<file path="src/rtl/rs15_11_encoder.sv">
// -----------------------------------------------------------------------------
// rs15_11_encoder
//   Systematic RS(15,11) encoder over GF(2^4), field polynomial x^4+x+1, t=2.
//   Generator g(x) = x^4 + G3 x^3 + G2 x^2 + G1 x + G0.
//   Message symbols (highest degree first) are passed straight through to the
//   output register while a 4-stage LFSR accumulates the remainder. After
//   K_MSG symbols the four parity symbols are emitted p3,p2,p1,p0.
//   Setting K_MSG below 11 gives a shortened code.
//
// Ports
//   sys_clk     in   clock, rising edge
//   sys_rst_n   in   asynchronous active-low reset (synchronous release upstream)
//   in_data     in   [3:0] message symbol
//   in_valid    in   in_data valid
//   in_ready    out  encoder accepts in_data this cycle
//   out_data    out  [3:0] codeword symbol
//   out_valid   out  out_data valid
//   out_ready   in   downstream accepts out_data
//   out_parity  out  current output symbol is a parity symbol
//   out_last    out  current output symbol is the last of the codeword
// -----------------------------------------------------------------------------
module rs15_11_encoder #(
   parameter int         K_MSG = 11,
   parameter logic [3:0] G0    = 4'd7,
   parameter logic [3:0] G1    = 4'd8,
   parameter logic [3:0] G2    = 4'd12,
   parameter logic [3:0] G3    = 4'd13
) (
   input  logic       sys_clk,
   input  logic       sys_rst_n,
   input  logic [3:0] in_data,
   input  logic       in_valid,
   output logic       in_ready,
   output logic [3:0] out_data,
   output logic       out_valid,
   input  logic       out_ready,
   output logic       out_parity,
   output logic       out_last
);

   typedef enum logic {
      ST_MSG    = 1'b0,
      ST_PARITY = 1'b1
   } state_t;

   // GF(16) multiply: carry-less 4x4 product, then fold bits 6..4 back
   // using x^4 = x + 1.
   function automatic logic [3:0] gf_mul(input logic [3:0] a, input logic [3:0] b);
      logic [6:0] prod;
      prod = '0;
      for (int i = 0; i < 4; i++) begin
         if (b[i]) begin
            prod = prod ^ 7'({3'b000, a} << i);
         end
      end
      for (int k = 6; k >= 4; k--) begin
         if (prod[k]) begin
            prod = prod ^ 7'(7'b0010011 << (k - 4));
         end
      end
      return prod[3:0];
   endfunction

   state_t           state_q, state_d;
   logic [3:0]       cnt_q, cnt_d;
   logic [3:0][3:0]  par_q, par_d;        // par_q[3] is the highest-degree stage
   logic [3:0]       out_data_q, out_data_d;
   logic             out_valid_q, out_valid_d;
   logic             out_parity_q, out_parity_d;
   logic             out_last_q, out_last_d;
   // Holds in_ready low for the first clock after reset release.
   logic             run_q;

   logic             slot_free;
   logic             accept;
   logic [3:0]       fb;

   // Single-entry output stage: it can be loaded when empty or being drained.
   assign slot_free = !out_valid_q || out_ready;
   assign in_ready  = run_q && (state_q == ST_MSG) && slot_free;
   assign accept    = in_valid && in_ready;
   assign fb        = in_data ^ par_q[3];

   assign out_data   = out_data_q;
   assign out_valid  = out_valid_q;
   assign out_parity = out_parity_q;
   assign out_last   = out_last_q;

   always_comb begin
      state_d      = state_q;
      cnt_d        = cnt_q;
      par_d        = par_q;
      out_data_d   = out_data_q;
      out_parity_d = out_parity_q;
      out_last_d   = out_last_q;
      out_valid_d  = out_valid_q;

      // Symbol taken downstream and nothing new loaded below: slot empties.
      if (out_valid_q && out_ready) begin
         out_valid_d = 1'b0;
      end

      case (state_q)
         ST_MSG: begin
            if (accept) begin
               par_d[3]     = par_q[2] ^ gf_mul(G3, fb);
               par_d[2]     = par_q[1] ^ gf_mul(G2, fb);
               par_d[1]     = par_q[0] ^ gf_mul(G1, fb);
               par_d[0]     = gf_mul(G0, fb);
               out_data_d   = in_data;
               out_valid_d  = 1'b1;
               out_parity_d = 1'b0;
               out_last_d   = 1'b0;
               if (cnt_q == 4'(K_MSG - 1)) begin
                  cnt_d   = '0;
                  state_d = ST_PARITY;
               end else begin
                  cnt_d = cnt_q + 4'd1;
               end
            end
         end
         ST_PARITY: begin
            if (run_q && slot_free) begin
               // Shifting zeros in leaves the LFSR cleared after the 4th symbol.
               out_data_d   = par_q[3];
               out_valid_d  = 1'b1;
               out_parity_d = 1'b1;
               out_last_d   = (cnt_q == 4'd3);
               par_d[3]     = par_q[2];
               par_d[2]     = par_q[1];
               par_d[1]     = par_q[0];
               par_d[0]     = 4'd0;
               if (cnt_q == 4'd3) begin
                  cnt_d   = '0;
                  state_d = ST_MSG;
               end else begin
                  cnt_d = cnt_q + 4'd1;
               end
            end
         end
         default: begin
            state_d = ST_MSG;
         end
      endcase
   end

   always_ff @(posedge sys_clk or negedge sys_rst_n) begin
      if (!sys_rst_n) begin
         state_q      <= ST_MSG;
         cnt_q        <= '0;
         par_q        <= '0;
         out_data_q   <= '0;
         out_valid_q  <= 1'b0;
         out_parity_q <= 1'b0;
         out_last_q   <= 1'b0;
         run_q        <= 1'b0;
      end else begin
         state_q      <= state_d;
         cnt_q        <= cnt_d;
         par_q        <= par_d;
         out_data_q   <= out_data_d;
         out_valid_q  <= out_valid_d;
         out_parity_q <= out_parity_d;
         out_last_q   <= out_last_d;
         run_q        <= 1'b1;
      end
   end

endmodule

</file>
<file path="config.mk">
export PLATFORM = sky130hd
export DESIGN_NAME = rs15_11_encoder
export DESIGN_NICKNAME = d
export VERILOG_FILES = /design/src/rtl/rs15_11_encoder.sv
export SDC_FILE = /design/constraint.sdc
export NUM_CORES = 1
export LEC_CHECK = 0
export CAP_MARGIN = 20
export CORE_ASPECT_RATIO = 0.5
export CORE_UTILIZATION = 30
export CTS_BUF_LIST = sky130_fd_sc_hd__clkbuf_4
export DETAILED_ROUTE_END_ITERATION = 8
export HOLD_SLACK_MARGIN = 0.03
export PLACE_DENSITY = 0.54
export SLEW_MARGIN = 30
export SYNTH_ARGS = -nofsm -noshare
export SYNTH_HDL_FRONTEND = slang
export SYNTH_SLANG_ARGS = --single-unit
</file>
<file path="constraint.sdc">
create_clock -name sys_clk -period 1.9 [get_ports sys_clk]
set_clock_uncertainty 0.1 [all_clocks]
set_input_delay 0.38 -clock sys_clk [delete_from_list [all_inputs] [get_ports sys_clk]]
set_output_delay 0.38 -clock sys_clk [all_outputs]
set_load 0.01 [all_outputs]
</file>
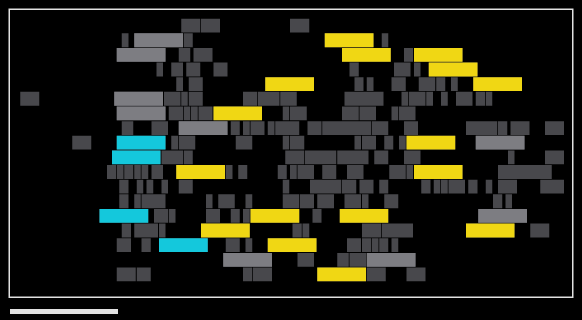
Figure 1: sequential cells colored by netlist name.
Bar = 20 µm. Other sequential cells in the stronger gray, the rest of the logic in the fainter gray.
par_q -> yellow  # placed flops 16
cnt_q -> cyan  # placed flops 4
not colored = 9

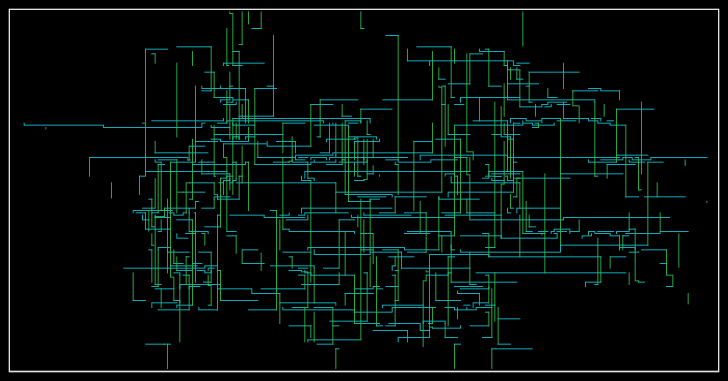
Figure 2: routed metal, one color a layer.
Two of the layers only.
M2 -> green  # wire length 1290 µm
M1 -> cyan  # wire length 1500 µm
Avg WL per Cell: 11.1 µm
detailed-route via count: 1149
all-layer global routing usage: 12.1%
DRT Wirelength: 2.91 mm

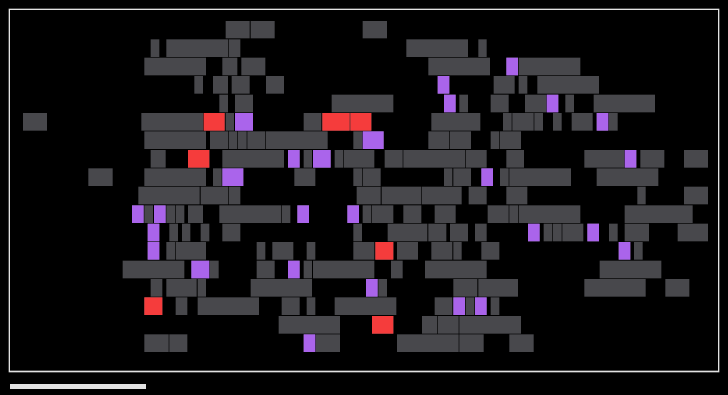
Figure 3: logic cells by family.
Bar = 20 µm.
non-inverting ao/oa cells -> red  # cells 7, most used a22o_1
aoi and oai cells -> purple  # cells 27, most used o21ai_0
Comb/total area: 40.8%
most frequent logic cell in the layout: dfrtp_1
non-filler cells in the finished layout: 262

==> CHANGELOG.md <==
### Implementation results

* DRC errors left at 0
* Number of global-route vias before repair at 1110
* Synth area leader: dfrtp_1
* DRT met1 WL at 1.50 mm
* First DRT Iteration DRCs at 31
* Status: completed
* R2r endpoint: par_q[12]
* Worst-case reg-to-reg path depth at 5
* Placed cell count at 254
* Cts hold-fix bufs at 0
* Largest family of logic cells by area: XOR/XNOR gates
* Gr ovfl total at 0
* Worst path slowest cell: clkdlybuf4s50_1
* Critical Path Start: out_ready
* CTS Buf Count at 5
* P_comb at 1.78 mW
* Tap cells at 70
* Most instantiated logic cells after routing: dfrtp_1, nand2_1, o21ai_0, xnor2_1, buf_4
* Number of routed nets with antenna violations at 0
* Cell Type Count at 31
* Final hold vios at 0
* Final min period at 1.78 ns
* Number of clock buffers in the layout at 5
* Cell area leaders: dfrtp_1, xnor2_1, o21ai_0
* Synth async-reset ratio at 100%
* Critical path data arrival time at 1.30 ns
* Clock network share of area at 2.53%
* Simple-Gate Area Share at 13.6%
* Cell family contributing the most delay on the critical path: buffers and inverters
* Crit end category: output pin
* Number of enable flip-flop cells at 0
* Slew Limit Fails at 0
* Metal3 WL at 102 µm
* Main synth FF type: dfrtp_1
* H-Tree Depth at 2
* Met2 routed WL at 1.28 mm
* Type of the worst setup path: in -> out
* Std cell rows at 18
* P_clk at 351 µW
* Leakage at 0.861 nW
* Comb. cell area at 806 µm²
* RSZ-0062 raised after global routing: no
* Register share of total power at 34.1%
* Period utilization at 93.8%
* Register share after synthesis at 46.1%
* Worst-path cell chain: clkdlybuf4s50_1 -> nand2b_1 -> nand2_1 -> nor2_1 -> clkbuf_2
* Total negative setup slack at 0 ns
* WP buf/inv at 2
* Post-CTS Setup Inserts at 0
* Area leader share at 46.1%
* Antenna Cells at 0
* Pre-CTS setup slack at -0.359 ns
* Fin Hold WS at 0.326 ns
* Flip-flops at 29
* CTS tree: done
* Fmax at 561 MHz
* Seq/total area at 36.7%
* Reg2Reg Launch Point: par_q[13]
* Layout cells sized above 1 at 17.2%
* Non-clk bufs at 32
* Yosys stat area at 0.00157 mm²
* Clock Sinks at 29
* Largest cell class: multi-input combinational cells
* Post-route core utilization at 39.7%
* Post-Syn Instances at 158
* Worst Setup Slack, final at 0.118 ns
* Busiest grt layer: met2
* Worst-path clk slew at 0.09 ns
* Routability congestion estimate at 0.743
* Initial antenna violation count at 0
* Init Core Util at 31.6%
* Avg Cell Area, Syn at 9.96 µm²
* Register-to-register setup slack at 0.15 ns
* Final net count at 201
* Max layer used: met4
* Critical Path Source Type: primary input
* MaxCap Viol Count at 0
* # Cells Yosys at 158
* Critical Path End: in_ready
* Crit path largest cell delay at 0.45 ns
* CTS resizes at 3
Power figures rest on the tool's default switching activity, not on a simulated workload.
